===== src/rtl/pc_sequencer_if.sv =====
// pc_sequencer_if: control-unit strobes in, PC and return-stack status out.
interface pc_sequencer_if #(
  parameter int PC_W      = 19,
  parameter int RAS_DEPTH = 8
);
  logic                               stall, jump, beq, bne, call, ret, zero, err_clr;
  logic [PC_W-1:0]                    target, offset;
  logic [PC_W-1:0]                    pc_current, pc_next;
  logic [$clog2(RAS_DEPTH+1)-1:0]     ras_count;
  logic                               ras_overflow, ras_underflow;
  modport master (
    output stall, jump, beq, bne, call, ret, zero, err_clr, target, offset,
    input  pc_current, pc_next, ras_count, ras_overflow, ras_underflow
  );
  modport slave (
    input  stall, jump, beq, bne, call, ret, zero, err_clr, target, offset,
    output pc_current, pc_next, ras_count, ras_overflow, ras_underflow
  );
endinterface


===== src/rtl/pc_sequencer.sv =====
// pc_sequencer: PC and next-address selection with a return-address stack.
// Define PC_RAS_WRAP_EN to make the stack circular (a call when full overwrites the oldest entry).
module pc_sequencer #(
  parameter int PC_W         = 19,
  parameter int RAS_DEPTH    = 8,
  parameter int RESET_VECTOR = 0,
  parameter int PC_INC       = 1
) (
  input logic           clk,
  input logic           rst_n,
  pc_sequencer_if.slave bus
);
  localparam int CW = $clog2(RAS_DEPTH + 1);
  localparam int AW = $clog2(RAS_DEPTH);
  logic [PC_W-1:0] pc, seq, top, nxt;
  logic [PC_W-1:0] stk [RAS_DEPTH];
  logic [AW-1:0]   ptr, ptr_inc, ptr_dec;
  logic [CW-1:0]   cnt;
  logic            ovf, unf, empty, full, taken, pop, push, do_call;
  assign seq     = pc + PC_W'(PC_INC);
  assign empty   = cnt == '0;
  assign full    = cnt == CW'(RAS_DEPTH);
  assign ptr_inc = (ptr == AW'(RAS_DEPTH - 1)) ? '0 : ptr + 1'b1;
  assign ptr_dec = (ptr == '0) ? AW'(RAS_DEPTH - 1) : ptr - 1'b1;
  assign top     = stk[ptr_dec];
  assign taken   = (bus.beq & bus.zero) | (bus.bne & ~bus.zero);
  assign pop     = bus.ret & ~empty;
  assign do_call = bus.call & ~bus.ret;
`ifdef PC_RAS_WRAP_EN
  assign push    = do_call;
`else
  assign push    = do_call & ~full;
`endif
  // ret > call > jump > branch
  always_comb begin
    nxt = bus.ret ? (empty ? seq : top) :
          (bus.call | bus.jump) ? bus.target :
          taken ? seq + bus.offset : seq;
  end
  always_ff @(posedge clk or negedge rst_n) begin
    if (!rst_n) begin
      pc  <= PC_W'(RESET_VECTOR);
      cnt <= '0;
      ptr <= '0;
      ovf <= 1'b0;
      unf <= 1'b0;
    end else if (!bus.stall) begin
      pc  <= nxt;
      if (push) ptr <= ptr_inc;
      else if (pop) ptr <= ptr_dec;
      if (push && !full) cnt <= cnt + 1'b1;
      else if (pop) cnt <= cnt - 1'b1;
      ovf <= (ovf & ~bus.err_clr) | (do_call & full);
      unf <= (unf & ~bus.err_clr) | (bus.ret & empty);
    end
  end
  // stack storage is deliberately unreset; entries are only read while valid
  always_ff @(posedge clk) begin
    if (!bus.stall && push) stk[ptr] <= seq;
  end
  assign bus.pc_current    = pc;
  assign bus.pc_next       = nxt;
  assign bus.ras_count     = cnt;
  assign bus.ras_overflow  = ovf;
  assign bus.ras_underflow = unf;
endmodule


===== src/flat_wrapper.sv =====
// flat-port wrapper written by rule: the top's interface ports become plain ports
module pc_sequencer_flat 
#(
  parameter int PC_W         = 19,
  parameter int RAS_DEPTH    = 8,
  parameter int RESET_VECTOR = 0,
  parameter int PC_INC       = 1
)
  (clk, rst_n, bus_stall, bus_jump, bus_beq, bus_bne, bus_call, bus_ret, bus_zero, bus_err_clr, bus_target, bus_offset, bus_pc_current, bus_pc_next, bus_ras_count, bus_ras_overflow, bus_ras_underflow);
  pc_sequencer_if #(.PC_W(PC_W), .RAS_DEPTH(RAS_DEPTH)) bus_i ();
  input logic clk;
  input logic rst_n;
  input wire logic [$bits(bus_i.stall)-1:0] bus_stall;
  input wire logic [$bits(bus_i.jump)-1:0] bus_jump;
  input wire logic [$bits(bus_i.beq)-1:0] bus_beq;
  input wire logic [$bits(bus_i.bne)-1:0] bus_bne;
  input wire logic [$bits(bus_i.call)-1:0] bus_call;
  input wire logic [$bits(bus_i.ret)-1:0] bus_ret;
  input wire logic [$bits(bus_i.zero)-1:0] bus_zero;
  input wire logic [$bits(bus_i.err_clr)-1:0] bus_err_clr;
  input wire logic [$bits(bus_i.target)-1:0] bus_target;
  input wire logic [$bits(bus_i.offset)-1:0] bus_offset;
  output wire logic [$bits(bus_i.pc_current)-1:0] bus_pc_current;
  output wire logic [$bits(bus_i.pc_next)-1:0] bus_pc_next;
  output wire logic [$bits(bus_i.ras_count)-1:0] bus_ras_count;
  output wire logic [$bits(bus_i.ras_overflow)-1:0] bus_ras_overflow;
  output wire logic [$bits(bus_i.ras_underflow)-1:0] bus_ras_underflow;
  assign bus_i.stall = bus_stall;
  assign bus_i.jump = bus_jump;
  assign bus_i.beq = bus_beq;
  assign bus_i.bne = bus_bne;
  assign bus_i.call = bus_call;
  assign bus_i.ret = bus_ret;
  assign bus_i.zero = bus_zero;
  assign bus_i.err_clr = bus_err_clr;
  assign bus_i.target = bus_target;
  assign bus_i.offset = bus_offset;
  assign bus_pc_current = bus_i.pc_current;
  assign bus_pc_next = bus_i.pc_next;
  assign bus_ras_count = bus_i.ras_count;
  assign bus_ras_overflow = bus_i.ras_overflow;
  assign bus_ras_underflow = bus_i.ras_underflow;
  pc_sequencer #(.PC_W(PC_W), .RAS_DEPTH(RAS_DEPTH), .RESET_VECTOR(RESET_VECTOR), .PC_INC(PC_INC)) u_core (.clk(clk), .rst_n(rst_n), .bus(bus_i));
endmodule

===== config.mk =====
export PLATFORM = sky130hd
export DESIGN_NAME = pc_sequencer_flat
export DESIGN_NICKNAME = d
export VERILOG_FILES = /design/src/rtl/pc_sequencer_if.sv /design/src/rtl/pc_sequencer.sv /design/src/flat_wrapper.sv
export SDC_FILE = /design/constraint.sdc
export NUM_CORES = 1
export LEC_CHECK = 0
export CORE_MARGIN = 10
export CORE_UTILIZATION = 32
export CTS_CLUSTER_SIZE = 24
export DETAILED_ROUTE_END_ITERATION = 8
export HOLD_SLACK_MARGIN = 0.06
export PLACE_DENSITY_LB_ADDON = 0.05
export SLEW_MARGIN = 20
export SYNTH_ARGS = -nofsm -noshare
export SYNTH_HDL_FRONTEND = slang
export SYNTH_SLANG_ARGS = --single-unit

===== constraint.sdc =====
create_clock -name clk -period 6.2 [get_ports clk]
set_input_delay 1.86 -clock clk [delete_from_list [all_inputs] [get_ports clk]]
set_output_delay 1.86 -clock clk [all_outputs]
set_load 0.01 [all_outputs]

==> results_dict.tcl <==
# place-and-route summary
set metrics [dict create \
    topCellsByArea "edfxtp_1, mux4_2, dfrtp_1" \
    chipArea_mm2 0.0359 \
    ys_dominant_reg_cell "edfxtp_1" \
    use_met2 0.275 \
    regToRegSetupSlack_ns 2.33 \
    cts.sinks 180 \
    finalHoldViolCount 0 \
    pin_count 92 \
    fmax_mhz 162 \
    numCtsBuffers 17 \
    worst-setup-path-type "in2out" \
    gp_congestion 0.884 \
    slew_viol_final 0 \
    reg2reg_depth 16 \
    cts-root-buf "clkbuf_16" \
    drt_iter0_drc 554 \
    ys_warn_count 0 \
    end_kind "output port" \
    top_register "u_core.stk" \
    syn_to_final_growth_pct 33.7 \
    hold_class "reg2reg" \
    p_leak_nw 4.54 \
    worstReg2RegEnd "u_core.bus.pc_current[18]" \
    clk_pin_slew_ns 0.08 \
    synth.distinct_cells 75 \
    crit_required_ns 4.34 \
    grt_max_degree 34 \
    met1_usage 0.226 \
    netlist.area_leader.share 0.497 \
    dp_hpwl_mm 22.1 \
    warnings 30 \
    finalCriticalPeriod_ns 6.18 \
    rr_startpoint "u_core.bus.pc_current[0]" \
    ys_seq_share 0.573 \
    crit_fanout 4 \
    cap_violations 0 \
    syn_area_mm2 0.00919 \
    final_cells 1288 \
    vdd_ir_drop_max_mv 0.225 \
    start_kind "input port" \
    largest_reg_flops 152 \
    antenna_found_initial 0 \
    min_path_cells 2 \
    edf_count 152 \
    dp.cells 1243 \
    finalWorstSetupSlack_ns 0.0186 \
    relSlewSlack 0.433 \
    h-tree-depth 4 \
    status "complete, no violations" \
    nets 973 \
    rows 61 \
    dieHeight_um 189 \
    insertion_delay_ns 0.43 \
    finalSetupTns_ns 0 \
    vias 6617 \
    fillers 2680 \
    die_w_um 189 \
    avgViaCountPerCell 5.14 \
    coreArea_mm2 0.0281 \
    grt.total_usage 0.167 \
    wirelength_mm 30.1 \
    synthArstFlopShare 0.156 \
    gr-total-overflow 0 \
]
## cells in the final DEF (no fill, tap or decap), types with 16 or more instances in the layout
cell             count
a21oi_1             26
buf_4              126
clkbuf_16           17
clkdlybuf4s50_1     65
dfrtp_1             28
edfxtp_1           152
mux2_2              16
mux2i_1             21
mux4_2              36
nand2_1             69
nor2_1              43
o21ai_0             17
xnor2_1             16
## cell families after synthesis
logic type / Yosys count / share of synthesized area
DFF: 180 / 0.573
xor gates and xnor gates: 27 / 0.0257
AOI/OAI and AO/OA: 147 / 0.108
and+or+nand+nor: 189 / 0.0976
adders and majority gates: 28 / 0.0397
buffers and inverters: 45 / 0.0241
muxes: 74 / 0.132
## critical path: stages
cell and delay, ns:
clkdlybuf4s50_1 0.54, ha_4 0.24, nand2_2 0.09, nor2_1 0.05, a221o_1 0.38, or4_4 0.54, a211oi_2 0.21, nor3_2 0.08
o21ai_1 0.16, buf_2 0.16
## how the worst max path moves through the flow
| stage | from | end | slack [ns] | depth (start not counted) |
|---|---|---|---|---|
| global route | bus_offset[9] | bus_pc_next[18] | -0.03 | 11 |
| detailed placement | bus_offset[1] | bus_pc_next[11] | -0.83 | 12 |
| finish | bus_offset[13] | bus_pc_next[18] | 0.02 | 10 |
| CTS | bus_offset[4] | bus_pc_next[11] | -0.002 | 11 |
| global placement | bus_offset[1] | bus_pc_next[11] | -0.82 | 12 |
| floorplan | bus_offset[0] | bus_pc_next[18] | 0.34 | 9 |
## cell usage after synthesis (3+ instances only)
cell      instances
a211oi_1          4
a21o_1           13
a21oi_1          34
a22oi_1           3
a31oi_1           7
and3_1            5
buf_2             3
clkbuf_1         21
clkbuf_8          4
dfrtp_1          28
edfxtp_1        152
ha_1             26
inv_1            13
mux2_2           16
mux2i_1          21
mux4_2           36
nand2_1          70
nand2b_1          3
nand3_1          15
nand4_1           9
nor2_1           51
nor2b_1           4
nor3_1           11
o211ai_1          5
o21ai_0          20
o21ai_1          11
o21bai_1          4
o221ai_1          3
o22ai_1           4
o31ai_1           8
o41ai_1           3
or4_1             3
xnor2_1          16
xor2_1           11
## power by group
part           internal (mW)  switching [mW]  total (mW)
Sequential              1.62           0.164        1.79
Combinational           1.71            1.95        3.66
Clock                  0.582           0.513        1.10
Total                   3.91            2.63        6.54
## cell type report
class                   instances  share of cell area
clock inverters                15              0.0154
multi-input cells             465               0.327
inverters                      13             0.00397
well taps                     378              0.0385
clock buffers                  17              0.0346
repair buffers                220               0.152
flip-flops and latches        180               0.428
## through the flow
step	power [mW]	area [µm²]
6_report	6.54	12300
5_1_grt	6.93	12300
4_1_cts	6.52	12200
3_5_place_dp	5.28	11400
3_3_place_gp	5.24	11400
2_1_floorplan	3.64	9190
## metal layers
layer / wire length (µm) / up-vias
met1: 14000 / 3344
met3: 1150 / 19
met5: 0 / -
met4: 388 / 0
met2: 14500 / 147
li1: - / 3107
## repair_timing
item | in CTS | in global routing
pin swaps | 24 | 13
endpoints found under the setup margin | 15 | 13
setup buffers | 9 | 4
hold buffers | 0 | 0
gates resized | 80 | 17
==> images/wires.png <==
The bar under the picture is 50 µm long. Two of the layers only.
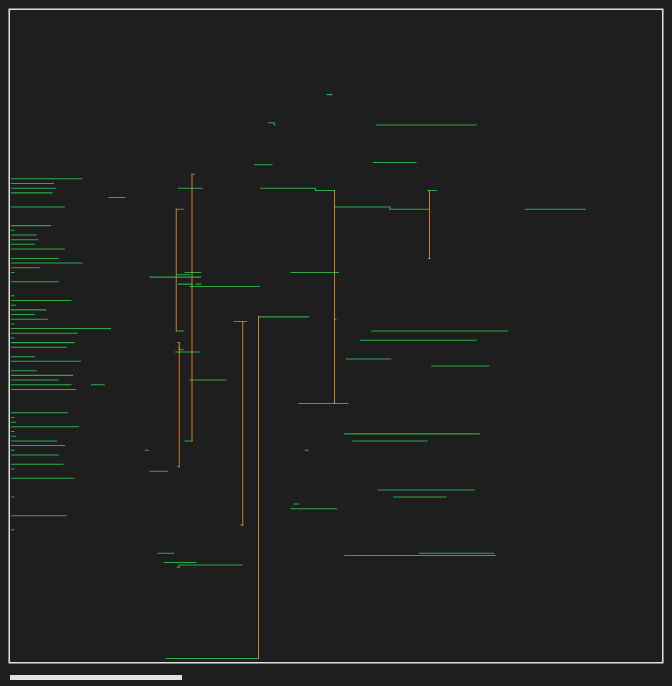
| layer | color | wire length |
|---|---|---|
| metal 4 | orange | 389 µm |
| metal 3 | green | 1150 µm |

==> images/flops_by_reg.png <==
Other sequential cells in the stronger gray, the rest of the logic in the fainter gray.
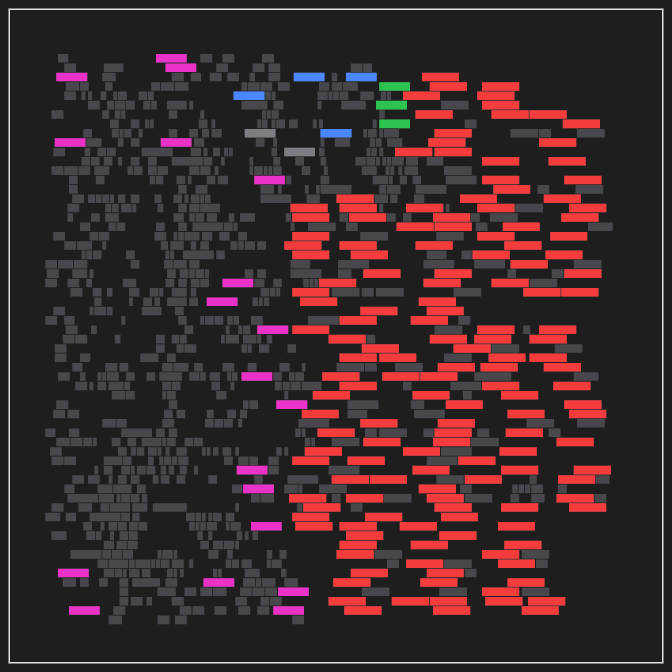
| name in the netlist | color | sequential cells |
|---|---|---|
| u_core.stk | red | 152 |
| u_core.ptr | green | 3 |
| u_core.bus.ras_count | blue | 4 |
| u_core.bus.pc_current | magenta | 19 |

==> images/layer_met1.png <==
The bar under the picture is 50 µm long.
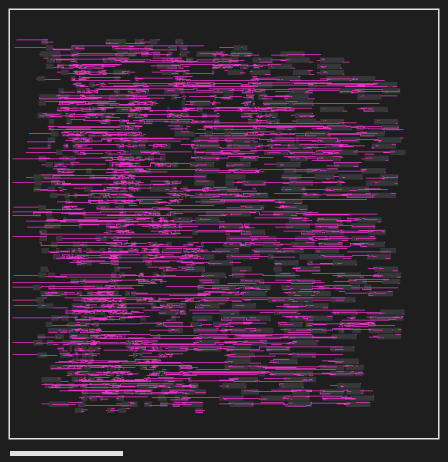
share of all routed wire: 47%
longest straight run: 77.7 µm

Power figures rest on the tool's default switching activity, not on a simulated workload.
